### src/rtl/kan_row_reducer.sv
// Snapshots one full KAN PE-array frame, reduces each row to a saturated signed
// sum one term per cycle, and streams row results through a show-ahead FIFO.
module kan_row_reducer #(
  parameter int ARRAY_SIZE = 8,
  parameter int DATA_WIDTH = 16,
  parameter int FIFO_DEPTH = 4,
  parameter int ROW_W      = $clog2(ARRAY_SIZE)
) (
  input  logic                                        clk,
  input  logic                                        rst_n,
  input  logic                                        enable,
  input  logic [ARRAY_SIZE*ARRAY_SIZE*DATA_WIDTH-1:0] pe_data,
  input  logic [ARRAY_SIZE*ARRAY_SIZE-1:0]            pe_valid,
  output logic signed [DATA_WIDTH-1:0]                out_data,
  output logic [ROW_W-1:0]                            out_row,
  output logic                                        out_last,
  output logic                                        out_valid,
  input  logic                                        out_ready,
  output logic                                        busy,
  output logic [$clog2(FIFO_DEPTH):0]                 fifo_level,
  output logic [15:0]                                 drop_count
);

  localparam int N     = ARRAY_SIZE;
  localparam int DW    = DATA_WIDTH;
  localparam int CELLS = N * N;
  localparam int IDX_W = $clog2(CELLS);
  localparam int ACC_W = DW + ROW_W + 1;
  localparam int PTR_W = $clog2(FIFO_DEPTH);
  localparam int LVL_W = PTR_W + 1;
  localparam int ENT_W = DW + ROW_W + 1;
  localparam logic [ROW_W-1:0] LAST_IDX = ROW_W'(N - 1);
  localparam logic signed [ACC_W-1:0] SAT_HI = ACC_W'((64'sd1 <<< (DW - 1)) - 64'sd1);
  localparam logic signed [ACC_W-1:0] SAT_LO = ~SAT_HI;

  typedef enum logic [1:0] {S_IDLE, S_ACCUM, S_PUSH} state_t;

  state_t                   r_state, w_state_nxt;
  logic signed [DW-1:0]     r_snap [CELLS];
  logic [ROW_W-1:0]         r_row, w_row_nxt;
  logic [ROW_W-1:0]         r_col, w_col_nxt;
  logic signed [ACC_W-1:0]  r_acc, w_acc_nxt;
  logic [IDX_W-1:0]         w_idx;
  logic signed [DW-1:0]     w_term;
  logic signed [ACC_W-1:0]  w_term_ext;
  logic                     w_frame, w_accept, w_push, w_pop, w_full;
  logic [ENT_W-1:0]         r_mem [FIFO_DEPTH];
  logic [ENT_W-1:0]         w_head, w_ent;
  logic [PTR_W-1:0]         r_wptr, r_rptr;
  logic [LVL_W-1:0]         r_level;
  logic [15:0]              r_drop;

  function automatic logic signed [DW-1:0] sat_acc(input logic signed [ACC_W-1:0] a);
    if (a > SAT_HI)      return SAT_HI[DW-1:0];
    else if (a < SAT_LO) return SAT_LO[DW-1:0];
    else                 return a[DW-1:0];
  endfunction

  assign w_frame    = enable && (&pe_valid);
  assign w_accept   = (r_state == S_IDLE) && w_frame;
  assign w_idx      = IDX_W'(r_row) * IDX_W'(N) + IDX_W'(r_col);
  assign w_term     = r_snap[w_idx];
  assign w_term_ext = {{(ACC_W-DW){w_term[DW-1]}}, w_term};

  // Stage 0: frame snapshot (data only, no reset)
  always_ff @(posedge clk) begin
    if (w_accept) begin
      for (int i = 0; i < CELLS; i++) r_snap[i] <= pe_data[i*DW +: DW];
    end
  end

  // Stage 1: serial row reduction FSM
  always_comb begin
    w_state_nxt = r_state;
    w_row_nxt   = r_row;
    w_col_nxt   = r_col;
    w_acc_nxt   = r_acc;
    w_push      = 1'b0;
    case (r_state)
      S_IDLE: begin
        if (w_frame) begin
          w_state_nxt = S_ACCUM;
          w_row_nxt   = '0;
          w_col_nxt   = '0;
          w_acc_nxt   = '0;
        end
      end
      S_ACCUM: begin
        w_acc_nxt = r_acc + w_term_ext;
        if (r_col == LAST_IDX) begin
          w_col_nxt   = '0;
          w_state_nxt = S_PUSH;
        end else begin
          w_col_nxt = r_col + ROW_W'(1);
        end
      end
      S_PUSH: begin
        // A full FIFO holds the FSM here with acc intact.
        if (!w_full) begin
          w_push    = 1'b1;
          w_acc_nxt = '0;
          if (r_row == LAST_IDX) begin
            w_state_nxt = S_IDLE;
          end else begin
            w_row_nxt   = r_row + ROW_W'(1);
            w_state_nxt = S_ACCUM;
          end
        end
      end
      default: w_state_nxt = S_IDLE;
    endcase
  end

  always_ff @(posedge clk or negedge rst_n) begin
    if (!rst_n) begin
      r_state <= S_IDLE;
      r_row   <= '0;
      r_col   <= '0;
      r_acc   <= '0;
      r_drop  <= '0;
    end else begin
      r_state <= w_state_nxt;
      r_row   <= w_row_nxt;
      r_col   <= w_col_nxt;
      r_acc   <= w_acc_nxt;
      if (w_frame && (r_state != S_IDLE) && (r_drop != 16'hFFFF)) r_drop <= r_drop + 16'd1;
    end
  end

  // Stage 2: output FIFO; fullness is judged before any same-cycle pop
  assign w_full    = (r_level == LVL_W'(FIFO_DEPTH));
  assign out_valid = (r_level != '0);
  assign w_pop     = out_valid && out_ready;
  assign w_ent     = {sat_acc(r_acc), r_row, (r_row == LAST_IDX)};
  assign w_head    = r_mem[r_rptr];

  always_ff @(posedge clk) begin
    if (w_push) r_mem[r_wptr] <= w_ent;
  end

  always_ff @(posedge clk or negedge rst_n) begin
    if (!rst_n) begin
      r_wptr  <= '0;
      r_rptr  <= '0;
      r_level <= '0;
    end else begin
      if (w_push) r_wptr <= r_wptr + PTR_W'(1);
      if (w_pop)  r_rptr <= r_rptr + PTR_W'(1);
      case ({w_push, w_pop})
        2'b10:   r_level <= r_level + LVL_W'(1);
        2'b01:   r_level <= r_level - LVL_W'(1);
        default: r_level <= r_level;
      endcase
    end
  end

  assign out_data   = out_valid ? w_head[ENT_W-1 -: DW] : '0;
  assign out_row    = out_valid ? w_head[ROW_W:1] : '0;
  assign out_last   = out_valid ? w_head[0] : 1'b0;
  assign busy       = (r_state != S_IDLE);
  assign fifo_level = r_level;
  assign drop_count = r_drop;

endmodule

### config.mk
export PLATFORM = sky130hd
export DESIGN_NAME = kan_row_reducer
export DESIGN_NICKNAME = d
export VERILOG_FILES = /design/src/rtl/kan_row_reducer.sv
export SDC_FILE = /design/constraint.sdc
export NUM_CORES = 1
export LEC_CHECK = 0
export ABC_AREA = 1
export CORE_AREA = 2 2 436 438
export DETAILED_ROUTE_END_ITERATION = 10
export DIE_AREA = 0 0 438 440
export GPL_ROUTABILITY_DRIVEN = 0
export HOLD_SLACK_MARGIN = 0.08
export PLACE_DENSITY = 0.47
export SYNTH_ARGS = -nofsm -noshare
export SYNTH_HDL_FRONTEND = slang
export SYNTH_SLANG_ARGS = --single-unit
### constraint.sdc
create_clock -name clk -period 49.9 [get_ports clk]
set_clock_uncertainty 0.2 [all_clocks]
set_input_delay 7.485 -clock clk [delete_from_list [all_inputs] [get_ports clk]]
set_output_delay 7.485 -clock clk [all_outputs]
set_load 0.01 [all_outputs]
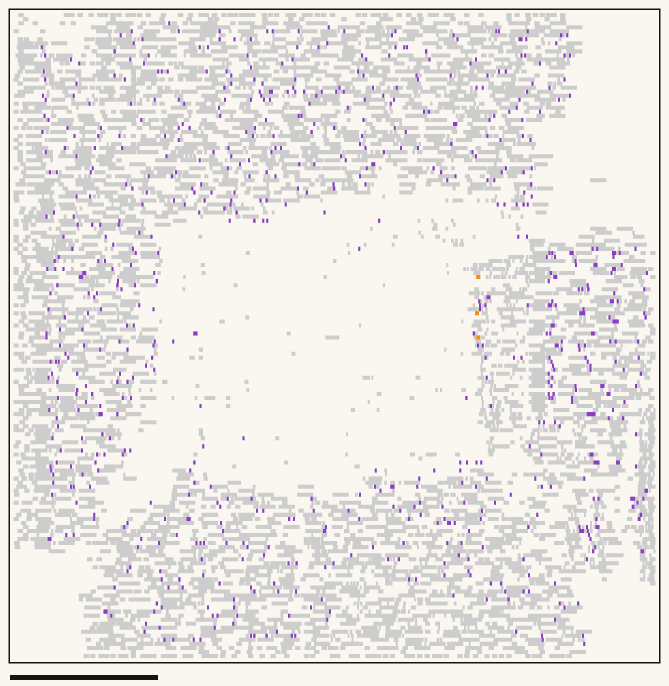
Figure 1: logic cells by family.
The bar under the picture is 100 um long.
Purple is NOR gates, cells 713, most used nor2_1, where all over the die. Orange is AND-OR and OR-AND gates, cells 3, most used a21o_1.

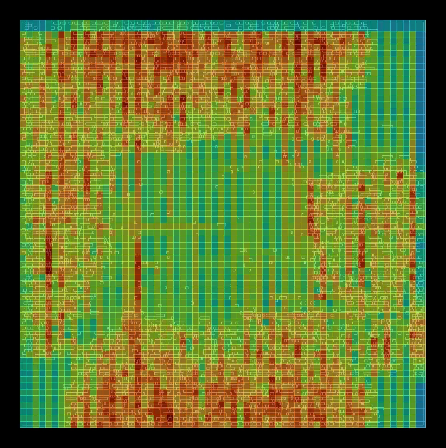
Figure 2: routing congestion map.
fin util: 34.6%
GR peak layer: met2

==> results.txt <==
Crit path largest cell delay: 0.96 ns
outcome: finished, final reports clean
area of the mapped netlist: 47,000 um2
Yosys Chip Area: 47,000 um2
most frequent logic cells in the routed design: 1,131 x clkdlybuf4s50_1, 1,104 x edfxtp_1, 703 x nor2_1
Async SR Flop Fraction: 4.42%
Fin. Hold Viols: 0
highest metal used: met5
Fin Setup TNS: 0 ns
critical-path cell list: clkdlybuf4s50_1, nand2_1, inv_1, nand4_1, nor2_1, nand2_1, nor4b_1, nand2_1, nor2_4, buf_12, buf_4, buf_4, buf_4, buf_4
Worst-Margin Slew: 1.13 ns
most numerous logic cell after layout: clkdlybuf4s50_1
Reg2Reg Setup Slack: 43.36 ns
Pwr Total: 3.46 mW
Crit. End Element: flip-flop
Post-Syn Nets: 4,855
H-tree depth: 4
yosys cell count: 3,732
CTS tree: built
DIE AREA: 193,000 um2
Inverters excl. clock: 98
WHS Path Cells: 2
share of total power in the clock network: 28.9%
Synth area leader: edfxtp_1
Starting DRT DRC Count: 2,995
Fmax: 72.3 MHz
Worst R2R Path Depth: 20
Non-clk bufs: 1,190
clock group power: 1.00 mW
Post-DP HPWL: 158,000 um
share of layout cells above drive strength 1: 5.48%
IO Port Bufs: 1,132
flop share of the area: 52.7%
cells after synthesis: 3,732
critical path class: input pin to flip-flop
Final Critical Period: 13.84 ns
comb pwr: 1.33 mW
die height: 440 um
Multiplexer share: 0%
combinational power share: 38.5%
Cell Type Count: 45
Fill cells: 18,736
CLK BUF: 171
post-CTS setup repair buffer count: 0
pin count of the biggest net entering global routing: 161
Leak Pwr: 21.8 nW
most flop-heavy register: r_snap
Comb area: 11,000 um2
Tool Warnings: 38
Residual DRC: 0
combinational share of cell area: 16.8%
Final ANT Viol Nets: 0
Pwr top: combinational logic
Root Buffer: clkbuf_16
Power Dens Cells: 53.0 nW/um2
count of non-filler cells in the finished layout: 7,482
clk slew on worst S/H paths: 0.06 ns
buffering overhead: 18.1%
Synth area leaders: edfxtp_1 71%, o21ai_0 6.5%, nor2_1 5.6%
Met3 Wirelength: 11,500 um
Clock Latency Late Sink: 0.79 ns
Hold WS: 0.322 ns
met2 WL post-DR: 114,000 um
initial antenna violation count: 85
sequential share of power: 32.6%
area share of xor/xnor cells in the synthesized design: 0.354%
total CTS buffers: 138
simple-gate portion of the synthesized area: 9.41%
origin of the critical flop-to-flop path: r_col[0]
crit path from: pe_valid[22]
Via density: 4.69
register area: 34,400 um2
tap cells: 2,511
Final period util: 27.7%
Clock Tree Buf Depth: 3
crit-path most repeated cell: buf_4
buffers plus inverters on the worst setup path: 7
CP arrival: 14.04 ns
vias in the first global route: 35,174
EDFF count, synth: 1,104
routed metal-1 wire length: 80,400 um
main flop type: edfxtp_1
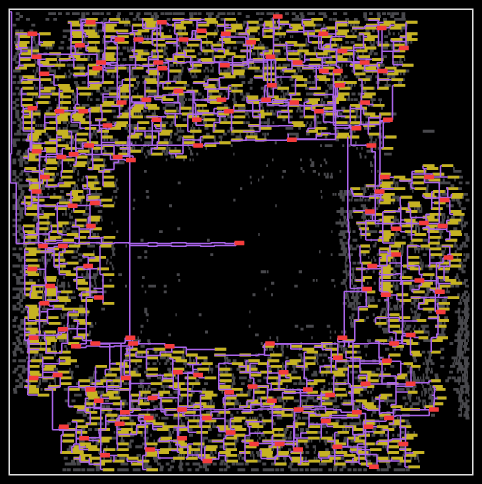
Figure 3: clock distribution.
Yellow is flip-flops, count 1,155. Red is cells driving clock nets, count 138. Purple is clock wires, length 17,000 um.
Position of the flops: all over the die. There are 139 routed clock nets.

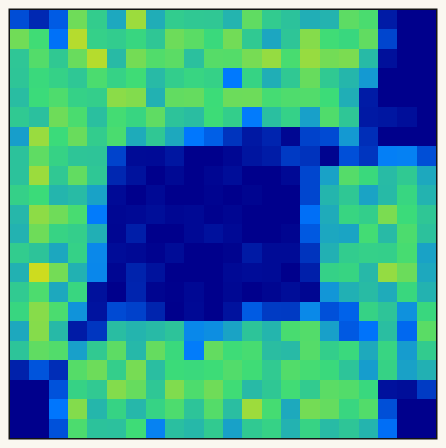
Figure 4: cell area per tile.
22 x 22 tiles, from dark blue (low) to red (high), 0 to 100% covered.
The densest ninth of the die: north-west. The fullest tile reaches 69%. 18% of the tiles are nearly empty. The emptiest ninth of the die: center.
CORE AREA: 189,000 um2
FP Util: 24.9%

Power is estimated from default activity; no workload was simulated.
